File: config.mk
export PLATFORM = sky130hd
export DESIGN_NAME = ram_bus_master_flat
export DESIGN_NICKNAME = d
export VERILOG_FILES = /design/src/rtl/ram_bus_master_if.sv /design/src/rtl/ram_bus_master.sv /design/src/flat_wrapper.sv
export SDC_FILE = /design/constraint.sdc
export NUM_CORES = 1
export LEC_CHECK = 0
export ABC_AREA = 1
export ABC_CLOCK_PERIOD_IN_PS = 2650
export CAP_MARGIN = 20
export CORE_MARGIN = 3
export CORE_UTILIZATION = 28
export DETAILED_ROUTE_END_ITERATION = 7
export PLACE_DENSITY_LB_ADDON = 0.3
export SETUP_SLACK_MARGIN = 0.2
export SLEW_MARGIN = 20
export SYNTH_ARGS = -nofsm -noshare
export SYNTH_HDL_FRONTEND = slang
export SYNTH_SLANG_ARGS = --single-unit
File: constraint.sdc
create_clock -name clk -period 2.65 [get_ports clk]
set_input_delay 0.265 -clock clk [delete_from_list [all_inputs] [get_ports clk]]
set_output_delay 0.265 -clock clk [all_outputs]
set_load 0.1 [all_outputs]
File: src/rtl/ram_bus_master_if.sv
// ram_bus_master_if
// Purpose: bundles the host command/response handshake and the RAM-chip
//          bus of ram_bus_master into one interface.
// Signals:
//   cmd_valid/cmd_ready       host command handshake
//   cmd_op[3:0]               RAM/IO opcode (WRM..RD3)
//   cmd_addr[7:0]             {chip[7:6], reg[5:4], char[3:0]}
//   cmd_wdata[3:0]            write nibble
//   rsp_valid/rsp_rdata[3:0]  completion pulse and read nibble
//   sync, cm_ram              instruction-cycle marker and RAM command line
//   dbus_out[3:0]             nibble driven toward the RAM chips
//   dbus_in[3:0]              OR of all RAM chips' outputs
// Modports: master = the bus master itself, slave = host plus RAM chips.
interface ram_bus_master_if;
  logic       cmd_valid;
  logic       cmd_ready;
  logic [3:0] cmd_op;
  logic [7:0] cmd_addr;
  logic [3:0] cmd_wdata;
  logic       rsp_valid;
  logic [3:0] rsp_rdata;
  logic       sync;
  logic       cm_ram;
  logic [3:0] dbus_out;
  logic [3:0] dbus_in;

  modport master (
    input  cmd_valid, cmd_op, cmd_addr, cmd_wdata, dbus_in,
    output cmd_ready, rsp_valid, rsp_rdata, sync, cm_ram, dbus_out
  );

  modport slave (
    output cmd_valid, cmd_op, cmd_addr, cmd_wdata, dbus_in,
    input  cmd_ready, rsp_valid, rsp_rdata, sync, cm_ram, dbus_out
  );
endinterface

File: src/rtl/ram_bus_master.sv
// ram_bus_master
// Purpose: turns single host RAM/IO commands into MCS-4 style eight-phase
//          instruction cycles (SRC to select an address, then the I/O
//          instruction) toward i4002-type RAM chips.
// Parameters:
//   SKIP_SRC  when nonzero, the SRC cycle is omitted if the command targets
//             the address selected by the most recent SRC.
// Ports:
//   clk   single clock, rising-edge
//   rst   synchronous active-high reset
//   bus   ram_bus_master_if.master (command, response and RAM bus signals)
module ram_bus_master #(
  parameter int SKIP_SRC = 1
) (
  input  logic              clk,
  input  logic              rst,
  ram_bus_master_if.master  bus
);

  // Instruction-cycle phases
  localparam logic [2:0] PH_A1 = 3'd0;
  localparam logic [2:0] PH_A2 = 3'd1;
  localparam logic [2:0] PH_A3 = 3'd2;
  localparam logic [2:0] PH_M1 = 3'd3;
  localparam logic [2:0] PH_M2 = 3'd4;
  localparam logic [2:0] PH_X1 = 3'd5;
  localparam logic [2:0] PH_X2 = 3'd6;
  localparam logic [2:0] PH_X3 = 3'd7;

  // FSM states
  localparam logic [1:0] ST_IDLE = 2'd0;
  localparam logic [1:0] ST_SRC  = 2'd1;
  localparam logic [1:0] ST_IO   = 2'd2;

  // OPR codes placed on the bus in M1
  localparam logic [3:0] OPR_SRC = 4'h2;
  localparam logic [3:0] OPR_IO  = 4'hE;

  // Read-type OPA codes
  localparam logic [3:0] OP_SBM = 4'h8;
  localparam logic [3:0] OP_RDM = 4'h9;
  localparam logic [3:0] OP_RDR = 4'hA;
  localparam logic [3:0] OP_ADM = 4'hB;
  localparam logic [3:0] OP_RD0 = 4'hC;
  localparam logic [3:0] OP_RD1 = 4'hD;
  localparam logic [3:0] OP_RD2 = 4'hE;
  localparam logic [3:0] OP_RD3 = 4'hF;

  // Opcodes for which the RAM drives data back in X2
  function automatic logic is_read_op(input logic [3:0] op);
    logic rd;
    case (op)
      OP_SBM, OP_RDM, OP_RDR, OP_ADM,
      OP_RD0, OP_RD1, OP_RD2, OP_RD3: rd = 1'b1;
      default:                        rd = 1'b0;
    endcase
    return rd;
  endfunction

  logic [2:0] r_phase;
  logic [1:0] r_state;
  logic [3:0] r_op;
  logic [7:0] r_addr;
  logic [3:0] r_wdata;
  logic [7:0] r_last_addr;
  logic       r_last_valid;

  logic       r_sync;
  logic       r_cmd_ready;
  logic       r_cm_ram;
  logic [3:0] r_dbus_out;
  logic       r_rsp_valid;
  logic [3:0] r_rsp_rdata;

  logic [2:0] w_phase_nxt;
  logic       w_accept;
  logic       w_skip;
  logic       w_sync_nxt;
  logic       w_ready_nxt;
  logic       w_cm_nxt;
  logic [3:0] w_dout_nxt;
  logic       w_rsp_valid_nxt;
  logic [3:0] w_rsp_rdata_nxt;

  // The 3-bit counter wraps X3 -> A1 on its own.
  assign w_phase_nxt = r_phase + 3'd1;
  // r_cmd_ready is only ever high in X3 of IDLE/IO, so this also gates on phase.
  assign w_accept    = bus.cmd_valid && r_cmd_ready;
  assign w_skip      = (SKIP_SRC != 0) && r_last_valid && (bus.cmd_addr == r_last_addr);

  // Bus values for the phase about to start; outputs are registered from these
  // so every output depends only on phase, state and the latched command.
  // A1 always yields all zeros, which hides the state change at the X3 edge.
  always_comb begin
    w_sync_nxt      = (w_phase_nxt == PH_X3);
    w_ready_nxt     = (w_phase_nxt == PH_X3) && ((r_state == ST_IDLE) || (r_state == ST_IO));
    w_cm_nxt        = 1'b0;
    w_dout_nxt      = 4'h0;
    w_rsp_valid_nxt = 1'b0;
    w_rsp_rdata_nxt = 4'h0;
    case (r_state)
      ST_SRC: begin
        case (w_phase_nxt)
          PH_M1: w_dout_nxt = OPR_SRC;
          PH_M2: w_dout_nxt = 4'h1;
          PH_X2: begin
            w_dout_nxt = r_addr[3:0];
            w_cm_nxt   = 1'b1;
          end
          PH_X3:   w_dout_nxt = r_addr[7:4];
          default: w_dout_nxt = 4'h0;
        endcase
      end
      ST_IO: begin
        case (w_phase_nxt)
          PH_M1: w_dout_nxt = OPR_IO;
          PH_M2: begin
            w_dout_nxt = r_op;
            w_cm_nxt   = 1'b1;
          end
          PH_X2: begin
            if (is_read_op(r_op)) begin
              w_dout_nxt = 4'h0;
            end else begin
              w_dout_nxt = r_wdata;
            end
          end
          PH_X3: begin
            // Loading here is the capture of dbus_in at the edge ending X2.
            w_rsp_valid_nxt = 1'b1;
            if (is_read_op(r_op)) begin
              w_rsp_rdata_nxt = bus.dbus_in;
            end else begin
              w_rsp_rdata_nxt = 4'h0;
            end
          end
          default: w_dout_nxt = 4'h0;
        endcase
      end
      default: w_dout_nxt = 4'h0;
    endcase
  end

  // Phase counter, FSM and command/last-address registers; state moves only at X3.
  always_ff @(posedge clk) begin
    if (rst) begin
      r_phase      <= PH_A1;
      r_state      <= ST_IDLE;
      r_op         <= 4'h0;
      r_addr       <= 8'h00;
      r_wdata      <= 4'h0;
      r_last_addr  <= 8'h00;
      r_last_valid <= 1'b0;
    end else begin
      r_phase <= w_phase_nxt;
      if (r_phase == PH_X3) begin
        case (r_state)
          ST_SRC: begin
            r_last_addr  <= r_addr;
            r_last_valid <= 1'b1;
            r_state      <= ST_IO;
          end
          ST_IDLE, ST_IO: begin
            if (w_accept) begin
              r_op    <= bus.cmd_op;
              r_addr  <= bus.cmd_addr;
              r_wdata <= bus.cmd_wdata;
              r_state <= w_skip ? ST_IO : ST_SRC;
            end else begin
              r_state <= ST_IDLE;
            end
          end
          default: r_state <= ST_IDLE;
        endcase
      end
    end
  end

  // Output registers.
  always_ff @(posedge clk) begin
    if (rst) begin
      r_sync      <= 1'b0;
      r_cmd_ready <= 1'b0;
      r_cm_ram    <= 1'b0;
      r_dbus_out  <= 4'h0;
      r_rsp_valid <= 1'b0;
      r_rsp_rdata <= 4'h0;
    end else begin
      r_sync      <= w_sync_nxt;
      r_cmd_ready <= w_ready_nxt;
      r_cm_ram    <= w_cm_nxt;
      r_dbus_out  <= w_dout_nxt;
      r_rsp_valid <= w_rsp_valid_nxt;
      r_rsp_rdata <= w_rsp_rdata_nxt;
    end
  end

  assign bus.sync      = r_sync;
  assign bus.cmd_ready = r_cmd_ready;
  assign bus.cm_ram    = r_cm_ram;
  assign bus.dbus_out  = r_dbus_out;
  assign bus.rsp_valid = r_rsp_valid;
  assign bus.rsp_rdata = r_rsp_rdata;

endmodule

File: src/flat_wrapper.sv
// flat-port wrapper written by rule: the top's interface ports become plain ports
module ram_bus_master_flat 
#(
  parameter int SKIP_SRC = 1
)
  (clk, rst, bus_cmd_valid, bus_cmd_op, bus_cmd_addr, bus_cmd_wdata, bus_dbus_in, bus_cmd_ready, bus_rsp_valid, bus_rsp_rdata, bus_sync, bus_cm_ram, bus_dbus_out);
  ram_bus_master_if bus_i ();
  input  logic clk;
  input  logic rst;
  input wire logic [$bits(bus_i.cmd_valid)-1:0] bus_cmd_valid;
  input wire logic [$bits(bus_i.cmd_op)-1:0] bus_cmd_op;
  input wire logic [$bits(bus_i.cmd_addr)-1:0] bus_cmd_addr;
  input wire logic [$bits(bus_i.cmd_wdata)-1:0] bus_cmd_wdata;
  input wire logic [$bits(bus_i.dbus_in)-1:0] bus_dbus_in;
  output wire logic [$bits(bus_i.cmd_ready)-1:0] bus_cmd_ready;
  output wire logic [$bits(bus_i.rsp_valid)-1:0] bus_rsp_valid;
  output wire logic [$bits(bus_i.rsp_rdata)-1:0] bus_rsp_rdata;
  output wire logic [$bits(bus_i.sync)-1:0] bus_sync;
  output wire logic [$bits(bus_i.cm_ram)-1:0] bus_cm_ram;
  output wire logic [$bits(bus_i.dbus_out)-1:0] bus_dbus_out;
  assign bus_i.cmd_valid = bus_cmd_valid;
  assign bus_i.cmd_op = bus_cmd_op;
  assign bus_i.cmd_addr = bus_cmd_addr;
  assign bus_i.cmd_wdata = bus_cmd_wdata;
  assign bus_i.dbus_in = bus_dbus_in;
  assign bus_cmd_ready = bus_i.cmd_ready;
  assign bus_rsp_valid = bus_i.rsp_valid;
  assign bus_rsp_rdata = bus_i.rsp_rdata;
  assign bus_sync = bus_i.sync;
  assign bus_cm_ram = bus_i.cm_ram;
  assign bus_dbus_out = bus_i.dbus_out;
  ram_bus_master #(.SKIP_SRC(SKIP_SRC)) u_core (.clk(clk), .rst(rst), .bus(bus_i));
endmodule
### Clock nets

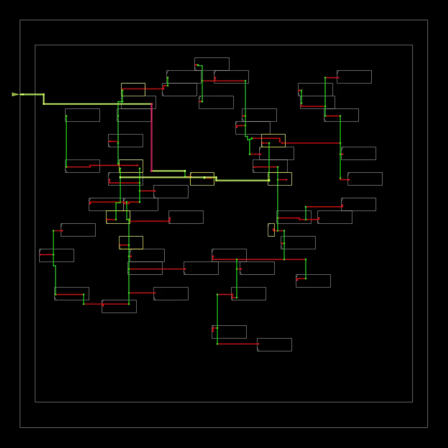
# clk buffers: 8
later-pin clock latency in the skew report: 290 ps
Clk. pwr: 0.447 mW
Clock Skews: 9.564 ps
CTS sink count: 43

### Signal wires on met3

(6 px per um)
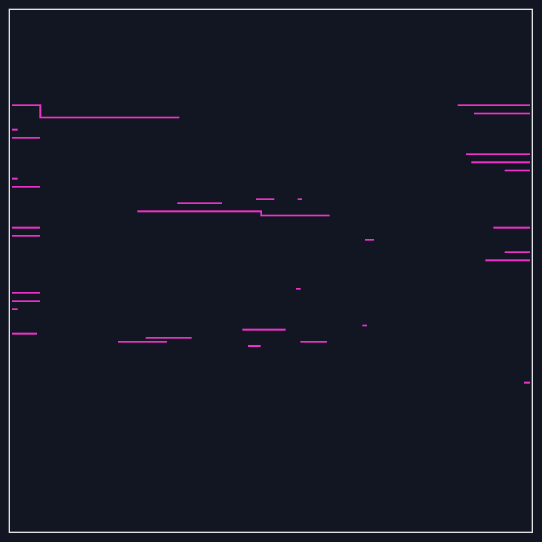
share of all routed wire: 5.0%
longest straight run: 23.0 um
wire length on this layer: 196 um
wirelength, routed: 3910 um
DR vias: 1,569
met3 Usage GRT: 2.933%

### Register map, names as in the netlist

(4 px per um) Other sequential cells in the stronger grey, the rest of the logic in the fainter grey.
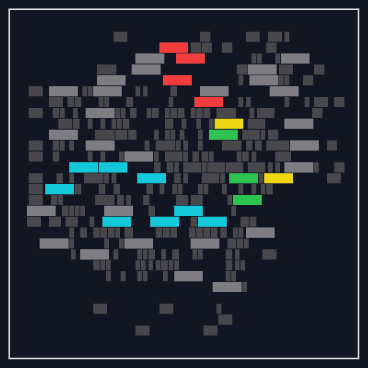
| signal | colour | placed flops |
|---|---|---|
| u_core.r_addr | cyan | 8 |
| u_core.r_state | yellow | 2 |
| u_core.r_phase | green | 3 |
| u_core.bus.dbus_out | red | 4 |
not coloured: 26

### Routed metal per tile

(4 px per um) 17 x 17 tiles, from black (low) to pale yellow (high), scaled to the fullest tile. Values are wire area over tile area, all layers added.
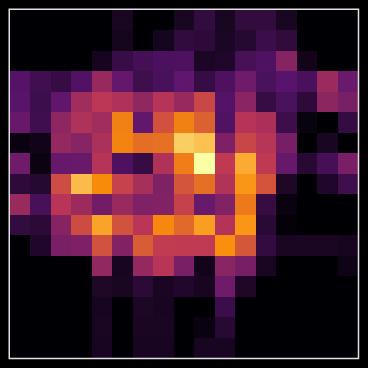
fullest tile: 0.38
tiles over half the peak: 14%
emptiest ninth of the die: bottom right
nearly empty tiles: 31%

### Cells by drive strength

(6 px per um)
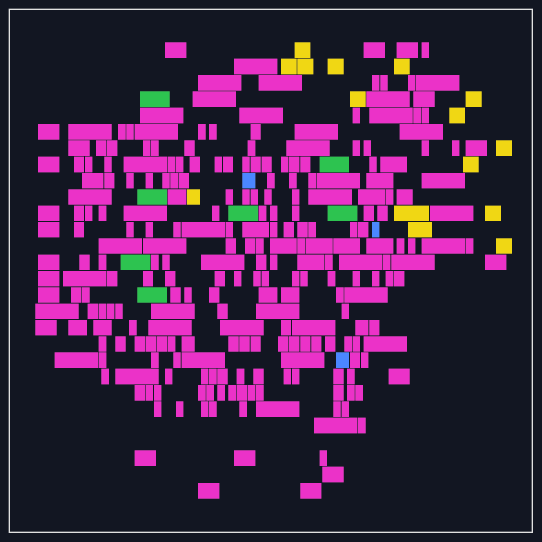
| size | colour | cells |
|---|---|---|
| _6 and larger | green | 7 |
| _0 and _1 cells | magenta | 252 |
| _2 cells | blue | 3 |
| _3 and _4 cells | yellow | 15 |

==> flow_metrics.tcl <==
# metrics dict for downstream scripts
set metrics [dict create \
    io_buffers 34 \
    grt_pass1_wl_um 6548 \
    fill_cells 662 \
    top_usage_layer "met2" \
    comb_power_share_pct 7.3 \
    ff2ff_setup_slack_ps 860 \
    instances_no_fill 352 \
    cts_buffers 5 \
    status "completed" \
    synth_cell_types 24 \
    rsz0062_at_grt "no" \
    p_total_mw 1.188 \
    min_from "u_core.r_last_addr[3]$_SDFFE_PP0P_" \
    hpwl_um 2954 \
    root_buffer "clkbuf_8" \
    first_pass_iters 4 \
    grt_pass1_vias 1465 \
    crit_chain "inv_1, ha_1, o21ai_4, inv_4, o21ai_0, a21oi_1" \
    ctsHoldBuffers 0 \
    drtIter0Drc 78 \
    swShare_pct 21.54 \
    max-vdd-ir-drop_uv 292.7 \
    drc 0 \
    fin_nets 308 \
    finalWorstSetupSlack_ps 858.7 \
    synth.area.top_cells "dfxtp_1 (47%), nand2_1 (9.0%), nor2_1 (8.6%)" \
    syn-num-nets 273 \
    ys_warn_count 0 \
    synth-cells-yosys 241 \
    wl_per_cell_um 11.11 \
    syn-instance-count 241 \
    period_needed_ps 1791 \
    regArea_um2 860.8 \
    internal_power_mw 0.9324 \
    num_io_pins 35 \
    worstSetupStartpointType "flip-flop" \
    end_kind "flip-flop" \
]
worst max-delay path: cells and delay by family (launching register included):
kind	cells	cell delay, ps
compound gates	3	670
flops	1	420
fa+ha+maj	1	330
buf+inv	2	260
cell type report:
cell class	instances	share of cell area, %
inverters	30	5.016
well taps	75	4.089
clock buffers	8	4.362
multi-input cells	162	35.50
repair buffers	34	13.52
flip-flops and latches	43	37.51
cells by family after synthesis:
kind of cell	count (synthesis)	synth area share, %
AND/OR/NAND/NOR	97	21.22
AND-OR/OR-AND	54	16.10
flip-flops	43	46.93
buffers and inverters	36	8.663
adder cells (fa/ha/maj)	9	6.139
XOR/XNOR	2	0.9552
registers in the layout, summed over array words and instances, names as in the netlist, 2 cells and up, named ones only:
signal                count
u_core.bus.dbus_out       4
u_core.bus.rsp_rdata      4
u_core.r_addr             8
u_core.r_last_addr        8
u_core.r_op               4
u_core.r_phase            3
u_core.r_state            2
u_core.r_wdata            4
per-layer routing:
metal	vias to the layer above	wire [um]
met4	0	43
met1	691	1943
met3	6	196
met5	-	0
met2	40	1726
li1	832	-
synthesized netlist by cell type (all sizes together):
cell,n
nand2,44
nand3,6
or2,2
a22o,3
o21ai,29
inv,30
dfxtp,43
clkbuf,1
nor2,44
xor2,2
a21oi,21
buf,5
ha,9
o21a,1
nand4,1
power by group through the flow:
stage               Sequential (mW)  Clock [mW]  Combinational [mW]
floorplan                     0.672           0              0.0387
global placement              0.670           0              0.0873
detailed placement            0.670           0              0.0869
CTS                           0.655       0.459              0.0876
global route                  0.656       0.488              0.0981
finish                        0.655       0.447              0.0867
Power figures rest on the tool's default switching activity, not on a simulated workload.
